===== src/rtl/vga_rect_fill.sv =====
// Port-mapped rectangle fill engine for the 80x60 VGA framebuffer.
// Writes one clipped pixel per clock, row-major, from shadowed parameters.
module vga_rect_fill #(
    parameter logic [7:0] X0_ID    = 8'h94,
    parameter logic [7:0] Y0_ID    = 8'h95,
    parameter logic [7:0] W_ID     = 8'h96,
    parameter logic [7:0] H_ID     = 8'h97,
    parameter logic [7:0] COLOR_ID = 8'h98,
    parameter logic [7:0] CMD_ID   = 8'h99,
    parameter int         SCR_W    = 80,
    parameter int         SCR_H    = 60
) (
    input  logic        CLK,
    input  logic        RESET_N,
    input  logic [7:0]  PORT_ID,
    input  logic [7:0]  OUT_PORT,
    input  logic        IO_STRB,
    output logic [7:0]  STATUS,
    output logic        BUSY,
    output logic [12:0] FB_WA,
    output logic [7:0]  FB_WD,
    output logic        FB_WE
);

    localparam logic [8:0] XMAX = 9'(SCR_W);
    localparam logic [8:0] YMAX = 9'(SCR_H);

    typedef enum logic [1:0] {
        IDLE,
        SETUP,
        FILL
    } state_t;

    state_t state, state_n;

    logic [6:0] x0, sx0, cx;
    logic [5:0] y0, sy0, cy;
    logic [7:0] w, h, color, sw, sh, scol;
    logic       busy, overrun, empty;

    logic       cmd_hit;
    logic [8:0] xsum, ysum, xe, ye;
    logic       degenerate, x_more, y_more;
    logic       accept, start, empty_set, adv_x, adv_y, last;

    assign cmd_hit = IO_STRB && (PORT_ID == CMD_ID)
                     && (OUT_PORT[1] || OUT_PORT[0]);

    // Clip end coordinates; 9-bit sums cannot wrap.
    assign xsum = {2'b0, sx0} + {1'b0, sw};
    assign ysum = {3'b0, sy0} + {1'b0, sh};
    assign xe   = (xsum > XMAX) ? XMAX : xsum;
    assign ye   = (ysum > YMAX) ? YMAX : ysum;

    assign degenerate = (sw == 8'd0) || (sh == 8'd0)
                        || ({2'b0, sx0} >= XMAX)
                        || ({3'b0, sy0} >= YMAX);

    assign x_more = ({2'b0, cx} + 9'd1) < xe;
    assign y_more = ({3'b0, cy} + 9'd1) < ye;

    always_comb begin
        state_n   = state;
        accept    = 1'b0;
        start     = 1'b0;
        empty_set = 1'b0;
        adv_x     = 1'b0;
        adv_y     = 1'b0;
        last      = 1'b0;
        unique case (state)
            IDLE: begin
                if (cmd_hit) begin
                    accept  = 1'b1;
                    state_n = SETUP;
                end
            end
            SETUP: begin
                if (degenerate) begin
                    empty_set = 1'b1;
                    state_n   = IDLE;
                end else begin
                    start   = 1'b1;
                    state_n = FILL;
                end
            end
            FILL: begin
                if (x_more) begin
                    adv_x = 1'b1;
                end else if (y_more) begin
                    adv_y = 1'b1;
                end else begin
                    last    = 1'b1;
                    state_n = IDLE;
                end
            end
            default: state_n = IDLE;
        endcase
    end

    always_ff @(posedge CLK) begin
        if (!RESET_N) begin
            state   <= IDLE;
            x0      <= '0;
            y0      <= '0;
            w       <= '0;
            h       <= '0;
            color   <= '0;
            sx0     <= '0;
            sy0     <= '0;
            sw      <= '0;
            sh      <= '0;
            scol    <= '0;
            cx      <= '0;
            cy      <= '0;
            busy    <= 1'b0;
            overrun <= 1'b0;
            empty   <= 1'b0;
            FB_WA   <= '0;
            FB_WD   <= '0;
            FB_WE   <= 1'b0;
        end else begin
            state <= state_n;
            if (IO_STRB) begin
                case (PORT_ID)
                    X0_ID:    x0    <= OUT_PORT[6:0];
                    Y0_ID:    y0    <= OUT_PORT[5:0];
                    W_ID:     w     <= OUT_PORT;
                    H_ID:     h     <= OUT_PORT;
                    COLOR_ID: color <= OUT_PORT;
                    default:  ;
                endcase
            end
            if (accept) begin
                // Clear screen ignores the loaded geometry.
                sx0     <= OUT_PORT[1] ? 7'd0 : x0;
                sy0     <= OUT_PORT[1] ? 6'd0 : y0;
                sw      <= OUT_PORT[1] ? 8'(SCR_W) : w;
                sh      <= OUT_PORT[1] ? 8'(SCR_H) : h;
                scol    <= color;
                busy    <= 1'b1;
                overrun <= 1'b0;
                empty   <= 1'b0;
            end else if (cmd_hit && busy) begin
                overrun <= 1'b1;
            end
            if (empty_set) begin
                empty <= 1'b1;
                busy  <= 1'b0;
            end
            if (start) begin
                cx    <= sx0;
                cy    <= sy0;
                FB_WE <= 1'b1;
                FB_WA <= {sy0, sx0};
                FB_WD <= scol;
            end
            if (adv_x) begin
                cx    <= cx + 7'd1;
                FB_WA <= {cy, cx + 7'd1};
            end
            if (adv_y) begin
                cx    <= sx0;
                cy    <= cy + 6'd1;
                FB_WA <= {cy + 6'd1, sx0};
            end
            if (last) begin
                FB_WE <= 1'b0;
                busy  <= 1'b0;
            end
        end
    end

    assign BUSY   = busy;
    assign STATUS = {5'b0, empty, overrun, busy};

endmodule


===== config.mk =====
export PLATFORM = sky130hd
export DESIGN_NAME = vga_rect_fill
export DESIGN_NICKNAME = d
export VERILOG_FILES = /design/src/rtl/vga_rect_fill.sv
export SDC_FILE = /design/constraint.sdc
export NUM_CORES = 1
export LEC_CHECK = 0
export ABC_AREA = 1
export CAP_MARGIN = 20
export CORE_UTILIZATION = 45
export CTS_BUF_LIST = sky130_fd_sc_hd__clkbuf_2 sky130_fd_sc_hd__clkbuf_4 sky130_fd_sc_hd__clkbuf_8
export DETAILED_ROUTE_END_ITERATION = 8
export GPL_TIMING_DRIVEN = 0
export PLACE_DENSITY = 0.68
export SLEW_MARGIN = 20
export SYNTH_ARGS = -nofsm -noshare
export SYNTH_HDL_FRONTEND = slang
export SYNTH_SLANG_ARGS = --single-unit

===== constraint.sdc =====
create_clock -name CLK -period 7.1 [get_ports CLK]
set_input_delay 0.71 -clock CLK [delete_from_list [all_inputs] [get_ports CLK]]
set_output_delay 0.71 -clock CLK [all_outputs]
set_load 0.005 [all_outputs]

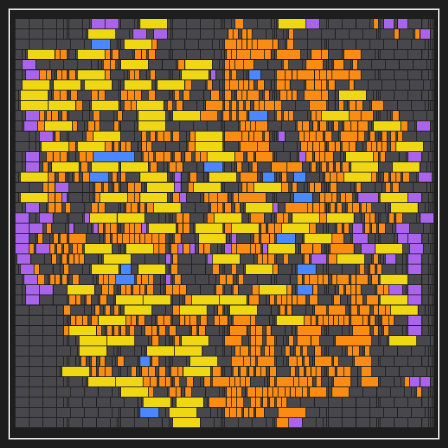
Figure 1: run 1, placed cells, one colour a class.
Fill, decap, tap and diode cells in grey.
registers -> yellow  # cells 107, share of their area 34%
remaining logic cells -> orange  # cells 654, share of their area 53%
remaining buffers and delay cells -> purple  # cells 75, share of their area 9.9%
clock drivers and dummy loads -> blue  # cells 16, share of their area 3.3%
Seq/total area: 0.329
fin area: 0.00650 mm^2

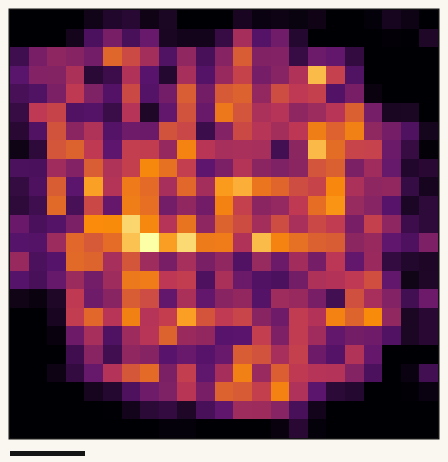
Figure 2: run 1, signal metal coverage by tile.
The bar under the picture is 20 um long. The die is cut into 23 by 23 equal tiles; black is low, pale yellow is high, scaled to the fullest tile. Values are wire area over tile area, all layers added.
densest ninth of the die = centre
mean over tiles = 0.17
nearly empty tiles = 16%
fullest tile = 0.52
tiles over half the peak = 25%
emptiest ninth of the die = south-west
WL per Instance: 13.5 um
final WL: 13800 um
vias after detailed routing: 5250
Total Routing Usage GR: 0.229

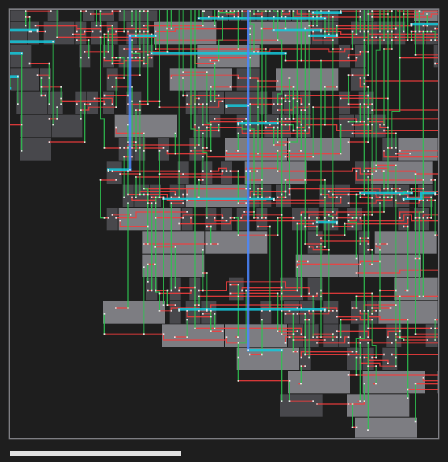
Figure 3: run 1, a small window of the routed layout.
The bar under the picture is 20 um long. Region (3, 3) to (53, 53) um. Cells in grey, sequential cells in the stronger grey; small squares are vias.
M4 -> blue
M2 -> green
M1 -> red
M3 -> cyan
sequential cells in the window = 29
netlist names of flops here include = `sw` (8), `w` (8), `x0` (7)
most frequent = nor2_1 (35), dfxtp_1 (29), nand3_1 (27)
cells with their middle in the window = 150

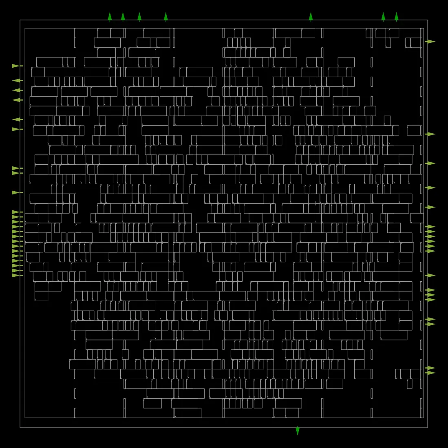
Figure 4: run 1, placed standard cells.
fillers: 1235
FP Rows: 40
Tap Cells: 168
Flops: 107
Post-Layout Cell Count: 1020

==> results_slide.txt, run 1 <==
Physical Implementation Snapshot

Synthesis
  • Mux share: 0
  • Avg Synthesized Cell Area: 7.15 um^2
  • Top_reg_cell synth: dfxtp_1
  • Top comb family, area: simple AND/OR/NAND/NOR gates
  • Register share after synthesis: 0.381
  • AO/OA Area Share: 0.123
  • Dominant cell type by area after synthesis: dfxtp_1
  • Synth cell count leaders: nand2_1 (157), dfxtp_1 (107), nor2_1 (99), nand3_1 (90), inv_1 (78)
  • Simple share: 0.319
  • Yosys top cell by instances: nand2_1
  • Top cell area share: 0.381

Timing
  • WHS: 0.454 ns
  • Final Worst Setup Slack: between 3 and 4 ns
  • Final worst path period share: 0.528
  • Upper clock frequency limit: 267 MHz

Worst setup path
  • Reg2reg end: FB_WA[11]
  • CP Capture Type: flip-flop
  • Setup CP Type: reg -> reg
  • R2r setup slk: 3.35 ns

Clock tree
  • Cts hold-fix bufs: 0
  • Post-CTS sizing: 0
  • Total CTS buffers: 9

Global routing
  • Met3 Use GR: 0.0313
  • Vias in the first global route: a little over 5000
  • Largest net degree at the start of global routing: 20
  • First-pass GRT wire length: 23700 um
  • Top Usage Layer GRT: met2

Route
  • DRT met1 WL: 6460 um
  • First-pass iteration count of the detailed router: 5
  • Met3 wire length: between 500 and 600 um
  • Met2 wire length: 6560 um
  • Vias per Instance: 5.15

Power and ir drop
  • P_leak: between 2 and 3 nW
  • Switching power: 0.255 mW
  • Seq. pwr: 0.601 mW
  • Internal Power: 0.785 mW
  • Power Dens Cells: 160 mW/mm^2

Flow run
  • Max cap viols: 0
  • Count of tool warnings: 26

Final layout
  • Nets: 896
  • Non-CTS inverters: approximately 84
  • Non-clk bufs: about 75
  • Largest cell class: multi-input combinational cells
  • FF/Latch Area: 0.00214 mm^2
  • Multi-input comb cells: 570
  • Number of diodes: 0
  • Fraction of area in non-clock buffers: 0.0955

Min path
  • Hold WC Path Type: reg -> reg
  • Min-Delay Endpoint: FB_WE

Die
  • FP Util: 0.464

Status
  • Status: complete, no violations

Placed design
  • Post-Place Cells: ~1000
[run 1: critical path, stage by stage, from the launching register on]
cell and delay, ns:
dfxtp_1 0.40, ha_1 0.24, fa_1 0.45, or2_2 0.30, nor2_1 0.10, nand3_1 0.07
nand2_1 0.06, nand2_1 0.05, nand2_2 0.06, nand2_1 0.08, inv_1 0.12, nand2_1 0.07
ha_1 0.29, a21oi_1 0.14, o21ai_0 0.14, a221oi_4 0.39, nand2_1 0.29, nand3_1 0.18
nand2_1 0.09, nor2_1 0.11, nor2_1 0.04
[run 1: flip-flops by register name (all words and copies together), names as in the netlist]
register and flops:
BUSY 1, FB_WA 13, FB_WD 8, FB_WE 1
color 8, cy 6, empty 1, h 8
overrun 1, scol 8, sh 8, state 2
sw 8, sx0 7, sy0 6, w 8
x0 7, y0 6
==> inputs of run 2 (changes only) <==
==> constraint.sdc (replaced) <==
create_clock -name CLK -period 3.7 [get_ports CLK]
set_input_delay 0.37 -clock CLK [delete_from_list [all_inputs] [get_ports CLK]]
set_output_delay 0.37 -clock CLK [all_outputs]
set_load 0.005 [all_outputs]
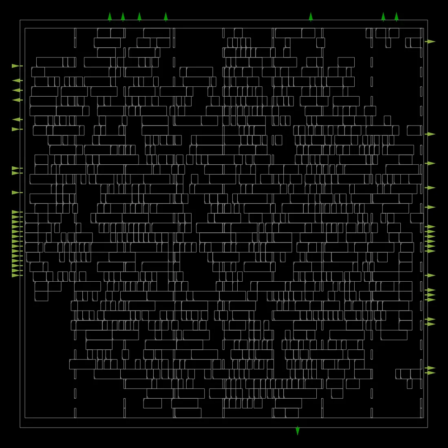
Figure 5: run 2, placed standard cells.
final core utilization: 0.549
area of the core: 0.0121 mm^2
fillers: 1214

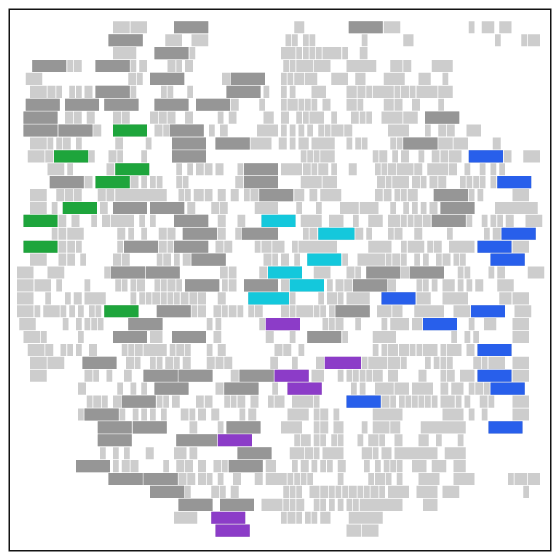
Figure 6: run 2, sequential cells grouped by signal name.
`sy0` -> cyan  # sequential cells 6, where centre
`FB_WA` -> blue  # sequential cells 13
`color` -> green  # sequential cells 8
`sx0` -> purple  # sequential cells 7
not coloured = 73

==> run 2 against run 1 <==
  * Register-to-register slack worse by 3.1 ns
  * Final area rose by 2.3%
  * Cell count up 0.39%
  * Flip-flop count unchanged
  * Combinational power grew 95%
  * Synthesized cell count unchanged
  * Critical path type unchanged
  * Largest power group unchanged
==> results_slide.txt, run 2 <==
Physical Implementation Snapshot

Status
  • Status: complete, no violations

Clock tree
  • Total CTS buffers: 9 (unchanged)
  • Post-CTS sizing: 2 (+2)
  • Max Root-Sink Buffers: 2
  • Cts hold-fix bufs: 0 (unchanged)

Final layout
  • CLK BUF: 9
  • Number of diodes: 0 (unchanged)
  • Seq/total area: 0.324 (-0.00568)
  • Most common logic cells in the final layout: nand2_1 (152), dfxtp_1 (102), nor2_1 (98)
  • Non-CTS inverters: 84 (unchanged)
  • Logic share of the area: 0.465
  • Comb area: between 0.003 and 0.004 mm^2
  • FF/Latch Area: 0.00215 mm^2 (+0.53%)
  • Max reg flops: 13 (unchanged)
  • Fraction of area in non-clock buffers: 0.102 (+0.00614)
  • Nets: 900 (+0.45%)
  • Largest register by flop count: FB_WA
  • Post-Layout Cell Count: 1024 (+0.39%)
  • Non-clk bufs: 79 (+5.3%)
  • Flops: 107 (unchanged)
  • Fin area: 0.00665 mm^2 (+2.3%)
  • Multi-input comb cells: 570 (unchanged)
  • Largest cell class: multi-input combinational cells
  • Share of layout cells above drive strength 1: 0.112

Worst setup path
  • WP data required: 4.00 ns
  • Reg2reg end: FB_WA[12]
  • Critical path endpoint: FB_WA[12]
  • Crit path cell chain: ha_4 > fa_1 > or2_2 > nor2_1 > nand3_1 > nand2_1 > nand2_1 > nand2_2 > nand2_2 > inv_2 > nand3_1 > ha_1 > nand3_2 > inv_1 > a221oi_4 > nand3_4 > nand3_4 > buf_8 > nand2_1 > nor2_1 > nor2_1
  • Setup CP Type: reg -> reg
  • CP Capture Type: flip-flop
  • CP max-delay cell: fa_1
  • R2r setup slk: 0.23 ns (-3.13 ns)
  • Crit. path cell count: 21 (+5.0%)
  • Crit path buf inv count: 3 (+2)
  • CP max stage delay: 0.45 ns (about the same)
  • CP delay by family, top: simple AND/OR/NAND/NOR gates

Die
  • FP Rows: 40 (unchanged)
  • FP Util: 0.464 (unchanged)
  • Tap Cells: 168 (unchanged)
  • Chip height: 114 um

Timing
  • Final worst path period share: 0.938 (+0.411)
  • Upper clock frequency limit: 288 MHz (+7.9%)
  • Final Worst Setup Slack: 0.228 ns (-3.13 ns)
  • WHS: 0.454 ns (-0.0000540 ns)

Synthesis
  • Synthesized area: 0.00563 mm^2
  • Ys flops: 107
  • Synth cell count leaders: nand2_1 (157), dfxtp_1 (107), nor2_1 (99), nand3_1 (90), inv_1 (78)
  • Top cell area share: 0.381 (unchanged)
  • Top_reg_cell synth: dfxtp_1
  • Dominant cell type by area after synthesis: dfxtp_1
  • Yosys top cell by instances: nand2_1
  • Yosys warning tally: 0
  • Register share after synthesis: 0.381 (unchanged)
  • Avg Synthesized Cell Area: 7.15 um^2 (unchanged)

Min path
  • Min-Delay Endpoint: FB_WE
  • Hold WC Path Type: reg -> reg

Global routing
  • First-pass GRT wire length: 23700 um (about the same)
  • Total Routing Usage GR: 0.229 (about the same)
  • Top Usage Layer GRT: met2
  • Largest net degree at the start of global routing: 20 (unchanged)
  • Met3 Use GR: 0.0313 (unchanged)
  • Vias in the first global route: 5111 (+0.059%)

Route
  • First-pass iteration count of the detailed router: 5 (unchanged)
  • Vias per Instance: 5.16 (+0.20%)
  • Final WL: 14100 um (+1.9%)
  • Met3 wire length: 546 um (-0.55%)
  • WL per Instance: 13.7 um (+1.5%)
  • Post-route antenna net violation count: 0
  • Vias after detailed routing: 5281 (+0.59%)
  • DRT met1 WL: 6500 um (+0.62%)
  • Met2 wire length: 6730 um (+2.7%)

Power and ir drop
  • P_leak: 2.91 nW (+1.5%)
  • Maximum vdd drop: around 260 uV
  • Power Dens Cells: 300 mW/mm^2 (+88%)

Flow run
  • Count of tool warnings: 26 (unchanged)
  • Max cap viols: 0 (unchanged)

Placed design
  • Post-Place Cells: 1004 (unchanged)
-- run 2: kinds of logic after synthesis --
group / count (synthesis) / synth area share
buffers and inverters: 115 / 0.0881
XOR/XNOR: 12 / 0.0187
AND-OR/OR-AND: 126 / 0.123
flip-flops: 107 / 0.381
AND/OR/NAND/NOR: 395 / 0.319
other: 2 / 0.00134
adder cells (fa/ha/maj): 30 / 0.0694
-- run 2: power breakdown --
group          switching [mW]  internal (mW)  leakage [nW]  total (mW)
combinational          0.0549         0.0313          1.95      0.0862
sequential           0.000564           1.15         0.865        1.15
clock                   0.436          0.324        0.0984       0.759
total                   0.491           1.51          2.91        2.00
==> inputs of run 3 (changes only) <==
==> constraint.sdc (replaced) <==
create_clock -name CLK -period 4.1 [get_ports CLK]
set_input_delay 0.41 -clock CLK [delete_from_list [all_inputs] [get_ports CLK]]
set_output_delay 0.41 -clock CLK [all_outputs]
set_load 0.005 [all_outputs]
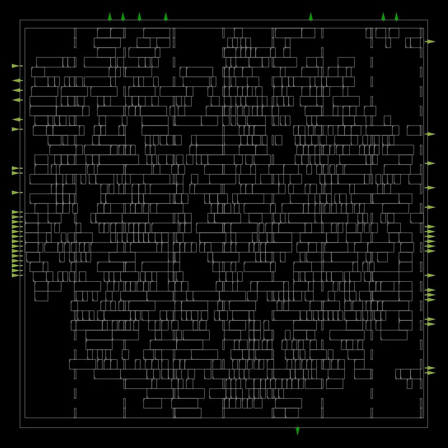
Figure 7: run 3, placed standard cells.
final core utilization: 0.537
Seq/total area: 0.329
fillers: 1234

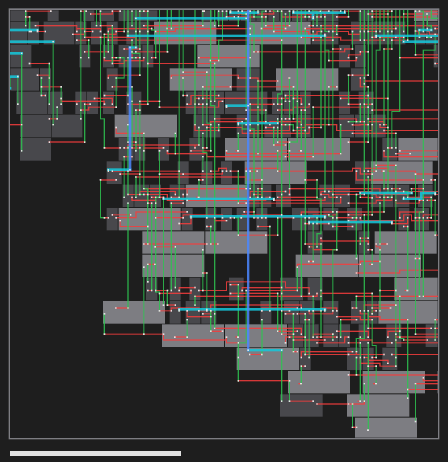
Figure 8: run 3, a small window of the routed layout.
The bar under the picture is 20 um long. Region (3, 3) to (53, 53) um. Cells in grey, sequential cells in the stronger grey; small squares are vias.
M2 -> green
M4 -> blue
M3 -> cyan
M1 -> red
most frequent = nor2_1 (35), dfxtp_1 (29), nand3_1 (27)
netlist names of flops here include = `sw` (8), `w` (8), `x0` (7)
sequential cells in the window = 29
cells with their middle in the window = 150

==> run 3 against run 2 <==
  * Via count decreased by 0.76%
  * Clock-buffer cell count stayed put
  * Non-clock buffer count is 4 lower
  * Critical path type unchanged
  * Largest power group unchanged
==> results_slide.txt, run 3 <==
Physical Implementation Snapshot

Final layout
  • Logic share of the area: 0.463 (-0.00186)
  • Non-clk bufs: 75 (-5.1%)
  • Flops: 107 (unchanged)
  • Max reg flops: 13 (unchanged)
  • Largest register by flop count: FB_WA
  • Largest cell class: multi-input combinational cells
  • FF/Latch Area: 0.00214 mm^2 (-0.52%)
  • Post-Layout Cell Count: 1020 (-0.39%)
  • Fraction of area in non-clock buffers: 0.0954 (-0.00618)
  • Non-CTS inverters: 84 (unchanged)
  • CLK BUF: 9 (unchanged)
  • Multi-input comb cells: 570 (unchanged)
  • Most common logic cells in the final layout: nand2_1 (156), dfxtp_1 (107), nor2_1 (99)

Die
  • Chip height: 114 um (unchanged)
  • FP Rows: 40 (unchanged)
  • FP Util: 0.464 (unchanged)
  • Area of the core: 0.0121 mm^2 (unchanged)
  • Tap Cells: 168 (unchanged)

Synthesis
  • Synth cell count leaders: nand2_1 (157), dfxtp_1 (107), nor2_1 (99), nand3_1 (90), inv_1 (78)
  • Synthesized area: 0.00563 mm^2 (unchanged)
  • Register share after synthesis: 0.381 (unchanged)
  • Avg Synthesized Cell Area: 7.15 um^2 (unchanged)
  • Top_reg_cell synth: dfxtp_1
  • Ys flops: 107 (unchanged)

Status
  • Status: complete, no violations

Worst setup path
  • Crit path buf inv count: 2 (-1)
  • Crit. path cell count: 21 (unchanged)
  • CP delay by family, top: simple AND/OR/NAND/NOR gates
  • CP max-delay cell: fa_1
  • Crit path cell chain: ha_1 > fa_1 > or2_2 > nor2_1 > nand3_1 > nand2_1 > nand2_1 > nand2_2 > nand2_1 > inv_1 > nand2_1 > ha_1 > a21oi_1 > o21ai_0 > a221oi_4 > nand3_4 > buf_6 > nand3_1 > nand2_1 > nor2_1 > nor2_1
  • CP Capture Type: flip-flop
  • R2r setup slk: 0.36 ns (+0.13 ns)
  • Reg2reg end: FB_WA[10]

Route
  • Post-route antenna net violation count: 0 (unchanged)
  • Met3 wire length: 575 um (+5.3%)
  • WL per Instance: 13.5 um (-1.6%)
  • DRT met1 WL: 6410 um (-1.4%)
  • Vias per Instance: 5.14 (-0.37%)
  • Vias after detailed routing: 5241 (-0.76%)
  • Met2 wire length: 6580 um (-2.3%)

Power and ir drop
  • Maximum vdd drop: 239 uV (-9.8%)

Clock tree
  • Cts hold-fix bufs: 0 (unchanged)
  • Post-CTS sizing: 0 (-2)
  • Total CTS buffers: 9 (unchanged)

Flow run
  • Max cap viols: 0 (unchanged)

Global routing
  • Largest net degree at the start of global routing: 20 (unchanged)
  • Top Usage Layer GRT: met2
  • Vias in the first global route: 5108 (-0.059%)

Timing
  • Final Worst Setup Slack: 0.361 ns (+0.133 ns)
  • Final worst path period share: 0.912 (-0.0263)
  • Upper clock frequency limit: 267 MHz (-7.2%)

Min path
  • Min-Delay Endpoint: FB_WE
==> run 3: cell types whose count changed in the layout (fill, tap and decap cells not counted), sizes merged <==
| cell | delta |
|---|---|
| buf | -3 |
| clkbuf | -1 |
==> run 3: power breakdown <==
part / switching [mW] / internal (mW) / total [mW]
Combinational: 0.0485 / 0.0279 / 0.0765
Clock: 0.392 / 0.292 / 0.684
Sequential: 0.000506 / 1.04 / 1.04
Total: 0.441 / 1.36 / 1.80
==> run 3: kinds of logic (layout without fill, tap and decap cells) <==
logic type,after synthesis,in the layout,synth area share
AOI/OAI and AO/OA,126,126,0.123
xor gates and xnor gates,12,12,0.0187
adders and majority gates,30,30,0.0694
buffers and inverters,115,175,0.0881
DFF,107,107,0.381
other,2,7,0.00134
and+or+nand+nor,395,395,0.319
Power figures rest on the tool's default switching activity, not on a simulated workload.
